$ cat src/rtl/tiny_alu_pkg.sv
// Shared types and width constants for the tiny_alu block.
package tiny_alu_pkg;

  localparam int OPERAND_W   = 8;
  localparam int OPCODE_W    = 3;
  localparam int RESULT_W    = 16;
  localparam int MUL_LATENCY = 3;

  typedef enum logic [OPCODE_W-1:0] {
    NO_OP   = 3'b000,
    ADD_OP  = 3'b001,
    AND_OP  = 3'b010,
    XOR_OP  = 3'b011,
    MUL_OP  = 3'b100,
    SUB_OP  = 3'b101,
    UNUSED6 = 3'b110,
    UNUSED7 = 3'b111
  } op_e;

  typedef enum logic [2:0] {
    IDLE,
    EXEC,
    MUL1,
    MUL2,
    MUL3
  } state_e;

endpackage

$ cat src/rtl/tiny_alu_if.sv
// Request/response bundle between an ALU requester (master) and tiny_alu (slave).
interface tiny_alu_if;
  import tiny_alu_pkg::*;

  logic [OPERAND_W-1:0] A;
  logic [OPERAND_W-1:0] B;
  logic [OPCODE_W-1:0]  op;
  logic                 start;
  logic                 done;
  logic [RESULT_W-1:0]  result;

  modport master (output A, output B, output op, output start, input done, input result);
  modport slave  (input A, input B, input op, input start, output done, output result);

endinterface

$ cat src/rtl/tiny_alu_mul_pipe.sv
// Three-stage registered 8x8 multiplier; a valid bit travels alongside the data.
module tiny_alu_mul_pipe
  import tiny_alu_pkg::*;
(
  input  logic                 clk,
  input  logic                 rst,
  input  logic [OPERAND_W-1:0] a,
  input  logic [OPERAND_W-1:0] b,
  input  logic                 in_valid,
  output logic [RESULT_W-1:0]  product,
  output logic                 out_valid
);

  logic [OPERAND_W-1:0]   a_q;
  logic [OPERAND_W-1:0]   b_q;
  logic [RESULT_W-1:0]    prod_q;
  logic [RESULT_W-1:0]    prod_out_q;
  logic [MUL_LATENCY-1:0] valid_q;

  always_ff @(posedge clk or posedge rst) begin
    if (rst) begin
      a_q        <= '0;
      b_q        <= '0;
      prod_q     <= '0;
      prod_out_q <= '0;
      valid_q    <= '0;
    end else begin
      a_q        <= a;
      b_q        <= b;
      prod_q     <= RESULT_W'(a_q) * RESULT_W'(b_q);
      prod_out_q <= prod_q;
      valid_q    <= {valid_q[MUL_LATENCY-2:0], in_valid};
    end
  end

  assign product   = prod_out_q;
  assign out_valid = valid_q[MUL_LATENCY-1];

endmodule

$ cat src/rtl/tiny_alu.sv
// Handshake ALU: single-cycle add/and/xor, 3-cycle pipelined multiply.
// Optional subtract on op 101 is enabled by defining TINY_ALU_SUB_EN.
module tiny_alu
  import tiny_alu_pkg::*;
(
  input  logic     clk,
  input  logic     reset_n,
  tiny_alu_if.slave bus
);

  state_e               state;
  op_e                  req_op;
  op_e                  op_q;
  logic [OPERAND_W-1:0] a_q;
  logic [OPERAND_W-1:0] b_q;
  logic [RESULT_W-1:0]  result_q;
  logic [RESULT_W-1:0]  single_res;
  logic [RESULT_W-1:0]  mul_product;
  logic                 mul_valid;
  logic                 done_q;
  logic                 is_single;
  logic                 accept_single;
  logic                 accept_mul;

  assign req_op = op_e'(bus.op);

  always_comb begin
    is_single = 1'b0;
    case (req_op)
      ADD_OP, AND_OP, XOR_OP: is_single = 1'b1;
`ifdef TINY_ALU_SUB_EN
      SUB_OP:                 is_single = 1'b1;
`endif
      default:                is_single = 1'b0;
    endcase
  end

  // no_op and unused opcodes are simply never accepted, so the FSM stays put
  assign accept_single = (state == IDLE) && bus.start && is_single;
  assign accept_mul    = (state == IDLE) && bus.start && (req_op == MUL_OP);

  always_comb begin
    single_res = result_q;
    case (op_q)
      ADD_OP:  single_res = RESULT_W'(a_q) + RESULT_W'(b_q);
      AND_OP:  single_res = RESULT_W'(a_q & b_q);
      XOR_OP:  single_res = RESULT_W'(a_q ^ b_q);
`ifdef TINY_ALU_SUB_EN
      SUB_OP:  single_res = RESULT_W'(a_q) - RESULT_W'(b_q);
`endif
      default: single_res = result_q;
    endcase
  end

  // The pipe samples the bus operands at the accept edge itself
  tiny_alu_mul_pipe u_mul_pipe (
    .clk       (clk),
    .rst       (reset_n),
    .a         (bus.A),
    .b         (bus.B),
    .in_valid  (accept_mul),
    .product   (mul_product),
    .out_valid (mul_valid)
  );

  always_ff @(posedge clk or posedge reset_n) begin
    if (reset_n) begin
      state    <= IDLE;
      op_q     <= NO_OP;
      a_q      <= '0;
      b_q      <= '0;
      result_q <= '0;
      done_q   <= 1'b0;
    end else begin
      done_q <= 1'b0;
      case (state)
        IDLE: begin
          if (accept_single) begin
            a_q   <= bus.A;
            b_q   <= bus.B;
            op_q  <= req_op;
            state <= EXEC;
          end else if (accept_mul) begin
            op_q  <= req_op;
            state <= MUL1;
          end
        end
        EXEC: begin
          result_q <= single_res;
          done_q   <= 1'b1;
          state    <= IDLE;
        end
        MUL1: state <= MUL2;
        MUL2: state <= MUL3;
        MUL3: begin
          if (mul_valid) begin
            result_q <= mul_product;
            done_q   <= 1'b1;
            state    <= IDLE;
          end
        end
        default: state <= IDLE;
      endcase
    end
  end

  assign bus.done   = done_q;
  assign bus.result = result_q;

endmodule

$ cat src/flat_wrapper.sv
// flat-port wrapper written by rule: the top's interface ports become plain ports
module tiny_alu_flat import tiny_alu_pkg::*;
  (clk, reset_n, bus_A, bus_B, bus_op, bus_start, bus_done, bus_result);
  tiny_alu_if bus_i ();
  input  logic clk;
  input  logic reset_n;
  input wire logic [$bits(bus_i.A)-1:0] bus_A;
  input wire logic [$bits(bus_i.B)-1:0] bus_B;
  input wire logic [$bits(bus_i.op)-1:0] bus_op;
  input wire logic [$bits(bus_i.start)-1:0] bus_start;
  output wire logic [$bits(bus_i.done)-1:0] bus_done;
  output wire logic [$bits(bus_i.result)-1:0] bus_result;
  assign bus_i.A = bus_A;
  assign bus_i.B = bus_B;
  assign bus_i.op = bus_op;
  assign bus_i.start = bus_start;
  assign bus_done = bus_i.done;
  assign bus_result = bus_i.result;
  tiny_alu u_core (.clk(clk), .reset_n(reset_n), .bus(bus_i));
endmodule
$ cat config.mk
export PLATFORM = sky130hd
export DESIGN_NAME = tiny_alu_flat
export DESIGN_NICKNAME = d
export VERILOG_FILES = /design/src/rtl/tiny_alu_pkg.sv /design/src/rtl/tiny_alu_if.sv /design/src/rtl/tiny_alu_mul_pipe.sv /design/src/rtl/tiny_alu.sv /design/src/flat_wrapper.sv
export SDC_FILE = /design/constraint.sdc
export NUM_CORES = 1
export LEC_CHECK = 0
export ABC_AREA = 0
export CAP_MARGIN = 20
export CORE_AREA = 2 2 127 98
export DETAILED_ROUTE_END_ITERATION = 10
export DIE_AREA = 0 0 129 100
export HOLD_SLACK_MARGIN = 0.12
export PLACE_DENSITY = 0.75
export REMOVE_ABC_BUFFERS = 1
export SKIP_LAST_GASP = 1
export SYNTH_ARGS = -nofsm -noshare
export SYNTH_HDL_FRONTEND = slang
export SYNTH_SLANG_ARGS = --single-unit
$ cat constraint.sdc
create_clock -name clk -period 7 [get_ports clk]
set_input_delay 1.75 -clock clk [delete_from_list [all_inputs] [get_ports clk]]
set_output_delay 1.75 -clock clk [all_outputs]
set_load 0.02 [all_outputs]
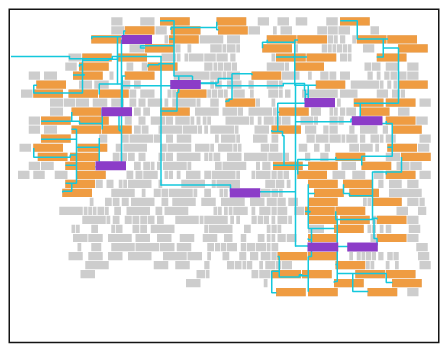
(routed clock nets over the placement)
Key: cyan = clock wires [length 1,060 um]; purple = cells driving clock nets [count 9]; orange = flip-flops [count 90]
Position of the flops: all over the die. There are 10 routed clock nets.

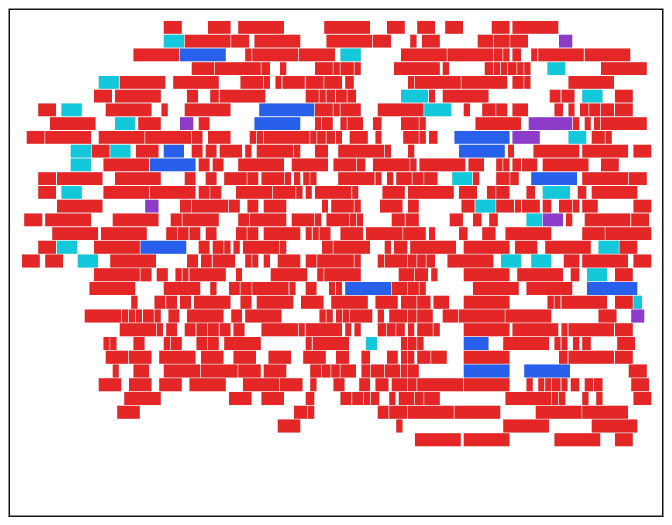
(cell sizes after repair)
Key: cyan = drive 2 [cells 26, most used mux2_2]; blue = drive 6 and up [cells 14, most used clkbuf_16]; red = drive 1 or less [cells 514, most used dfrtp_1]; purple = drive 3 to 4 [cells 7]

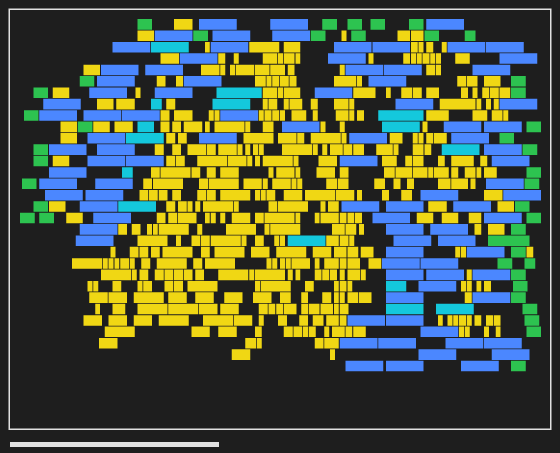
(cells colored by class)
Scale bar: 50 um.
Key: cyan = clock drivers and dummy loads [cells 15]; blue = flip-flops [cells 90]; yellow = all other logic [cells 415]; green = other buffers and delay cells [cells 41]
row cnt: 35
post-route cell area: 0.006501 sq mm
Seq/total area: 34.64%

-- power breakdown --
part | switching, W | internal, W
logic | 0.000666 | 0.000554
registers | 0.000124 | 0.000699
clock network | 0.000199 | 0.000323
-- stage by stage --
stage | hold slack, ps | utilization (%)
3_5_place_dp | 334.7 | 51.81
5_1_grt | 352.1 | 54.78
6_report | 342.8 | 54.78
3_3_place_gp | 332.1 | 51.81
4_1_cts | 345.1 | 54.55
2_1_floorplan | 331.2 | -
-- final timing paths --
path | endpoint | cells past startpoint
worst max-delay path | u_core.u_mul_pipe.prod_q[14]$_DFF_PP0_ | 12
worst min-delay path | u_core.u_mul_pipe.product[10]$_DFF_PP0_ | 0
worst max register to register | u_core.u_mul_pipe.prod_q[14]$_DFF_PP0_ | 12
worst min register to register | u_core.u_mul_pipe.product[10]$_DFF_PP0_ | 0
max in group asynchronous | u_core.a_q[4]$_DFFE_PP0P_ | 4
min in group asynchronous | u_core.u_mul_pipe.a_q[6]$_DFF_PP0_ | 3
-- layer usage --
layer	global-route usage [%]	part of all wire (%)	up-vias
li1	-	-	1796
met1	28.45	52	1795
met2	26.58	42	86
met3	4.104	5.3	12
met4	4.766	1.2	0
met5	0	0	-
-- registers in the layout (all words and copies together) (netlist names) --
register	cells
u_core.a_q	8
u_core.b_q	8
u_core.bus.done	1
u_core.bus.result	16
u_core.op_q	3
u_core.state	3
u_core.u_mul_pipe.a_q	8
u_core.u_mul_pipe.b_q	8
u_core.u_mul_pipe.prod_q	16
u_core.u_mul_pipe.product	16
u_core.u_mul_pipe.valid_q	3
-- worst max-delay path, delay by kind of cell, from the launching register on --
kind	cells	cell delay, ps
fa+ha+maj	5	2500
simple gates	4	840
flops	1	440
compound gates	1	390
buf+inv	2	90
-- cell usage after synthesis, drive strengths merged (2+ instances only) --
cell type  count
dfrtp         90
nand3b         3
o21bai         3
nor3           6
nand2b         3
o221ai         3
o211ai         2
a221oi         2
a211oi         5
nor2          27
and2          52
mux2          19
nor3b          3
clkbuf         3
o31a           3
o22ai          3
nand2         47
nand3         12
a21o           3
fa            37
a31oi          5
inv           56
buf            9
a21oi         13
o21ai         20
mux2i          9
xor2           4
ha            44
xnor2         10
nor2b          4
o21a           4
-- final cells by class --
type                       count  area, sq um  area share, %
clock buffer                  10        239.0          3.676
multi-input combinational    359         3082          47.40
timing repair buffer          41        422.9          6.505
inverter                      56        211.5          3.253
clock inverter                 5        86.33          1.328
tap                          166        207.7          3.195
sequential                    90         2252          34.64
-- cell families after synthesis --
logic type	Yosys count	synth area share [%]
compound gates	71	8.670
xor+xnor	14	2.184
fa+ha+maj	81	23.00
buf+inv	68	5.081
flops	90	40.12
mux	28	5.416
simple gates	165	15.53
==> flow_metrics.env <==
# implementation run metrics
export IMPL_first_pass_iters=4
export IMPL_period_used_pct=62.87
export IMPL_cts_tree="done"
export IMPL_place_ws_ps=2568
export IMPL_synth_top_area_share_pct=40.12
export IMPL_final_cell_mix="dfrtp_1 (90), inv_1 (55), and2_1 (52)"
export IMPL_diodes=0
export IMPL_via_per_inst=5.074
export IMPL_antenna_found_initial=1
export IMPL_crit_start="u_core.u_mul_pipe.a_q[1]$_DFF_PP0_"
export IMPL_leakagePower_nw=3.050
export IMPL_route_detailed_drc=0
export IMPL_hold_buffers=0
export IMPL_final_cell_count_no_fill=727
export IMPL_r2r_setup_slack_ps=2600
export IMPL_crit_slowest_cell="fa_1"
export IMPL_grt_max_degree=91
export IMPL_crit_top_cell="fa_1"
export IMPL_floorplan_core_util_pct=47.31
export IMPL_ys_flop_type="dfrtp_1"
export IMPL_die_area_sq_mm=0.01290
export IMPL_edf_count=0
export IMPL_cts_resized=0
export IMPL_synthCells=517
export IMPL_crit_path_cell_trace="and2_1 > fa_1 > fa_1 > fa_1 > inv_1 > fa_1 > inv_1 > ha_1 > nand2_1 > nor4_1 > nor2_1 > o311ai_0"
export IMPL_cp_start_kind="flop"
export IMPL_nNetsFinal=660
export IMPL_rsz0062_at_grt="no"
export IMPL_top_cells_by_area="dfrtp_1 (40%), fa_1 (13%), ha_1 (9.8%)"
export IMPL_warnings=25
export IMPL_cellPowerDensity_mw_per_mm2=394.3
export IMPL_nFillCells=1042
export IMPL_maxCapViolCount=0
export IMPL_layout_top_cell="dfrtp_1"
export IMPL_clock_latency_ps=350
export IMPL_worstPathRequired_ps=7210
export IMPL_finClkSkew_ps=9.987
export IMPL_timing_rr_start="u_core.u_mul_pipe.a_q[1]$_DFF_PP0_"
export IMPL_end_kind="flop"
export IMPL_finalSetupViolCount=0
export IMPL_place_gp_congestion=0.8847
export IMPL_cts_buffers=9
export IMPL_period_minus_slack_ps=4401
export IMPL_ys_flops=90
export IMPL_hold_viol=0
export IMPL_hp_class="reg -> reg"
export IMPL_dieWidth_um=129
export IMPL_post_dp_cell_area_sq_mm=0.006148
export IMPL_grt_pass1_wl_um=18600
export IMPL_ys_cells=517
export IMPL_vias=3689
export IMPL_drt_iter0_markers=205
export IMPL_postCtsSetupBuffers=0
export IMPL_syn_area_sq_mm=0.005614
export IMPL_tightest_slew_ps=652.1
export IMPL_port_buffers=38
export IMPL_cp_data_arrival_time_ps=4610
export IMPL_slew_headroom_pct=56.44
export IMPL_fmax_mhz=227.2
export IMPL_dp_cells=711
export IMPL_cts_sinks=90
export IMPL_ant_nets=0
export IMPL_total_power_w=0.002563
export IMPL_tns_ps=0
export IMPL_hp_start="u_core.u_mul_pipe.prod_q[10]$_DFF_PP0_"
export IMPL_grt_overflow=0
export IMPL_status="finished clean"
export IMPL_critPathMaxStageDelay_ps=540
export IMPL_cts_root_buffer="clkbuf_16"
export IMPL_ir_drop_mv=0.1765
export IMPL_yosys_area_sq_mm=0.005614
export IMPL_slew_viol_final=0
export IMPL_synth_seq_share_pct=40.12
export IMPL_async_flop_share_pct=100.0
export IMPL_post_drt_wl_per_cell_um=15.10
export IMPL_path_clk_slew_ps=60
export IMPL_core_area_sq_mm=0.01187
export IMPL_cts_htree_levels=3
export IMPL_fin_ws_ps=2599
export IMPL_totalWireLength_um=10980
export IMPL_syn_area_per_cell_sq_um=10.86
export IMPL_grt_pass1_vias=3811
export IMPL_drive_gt1_share_pct=8.378
export IMPL_clk_path_buf_depth=2
export IMPL_largest_area_cell="dfrtp_1"
export IMPL_die_y_um=100
export IMPL_grt_use_total_pct=18.50
Power figures rest on the tool's default switching activity, not on a simulated workload.
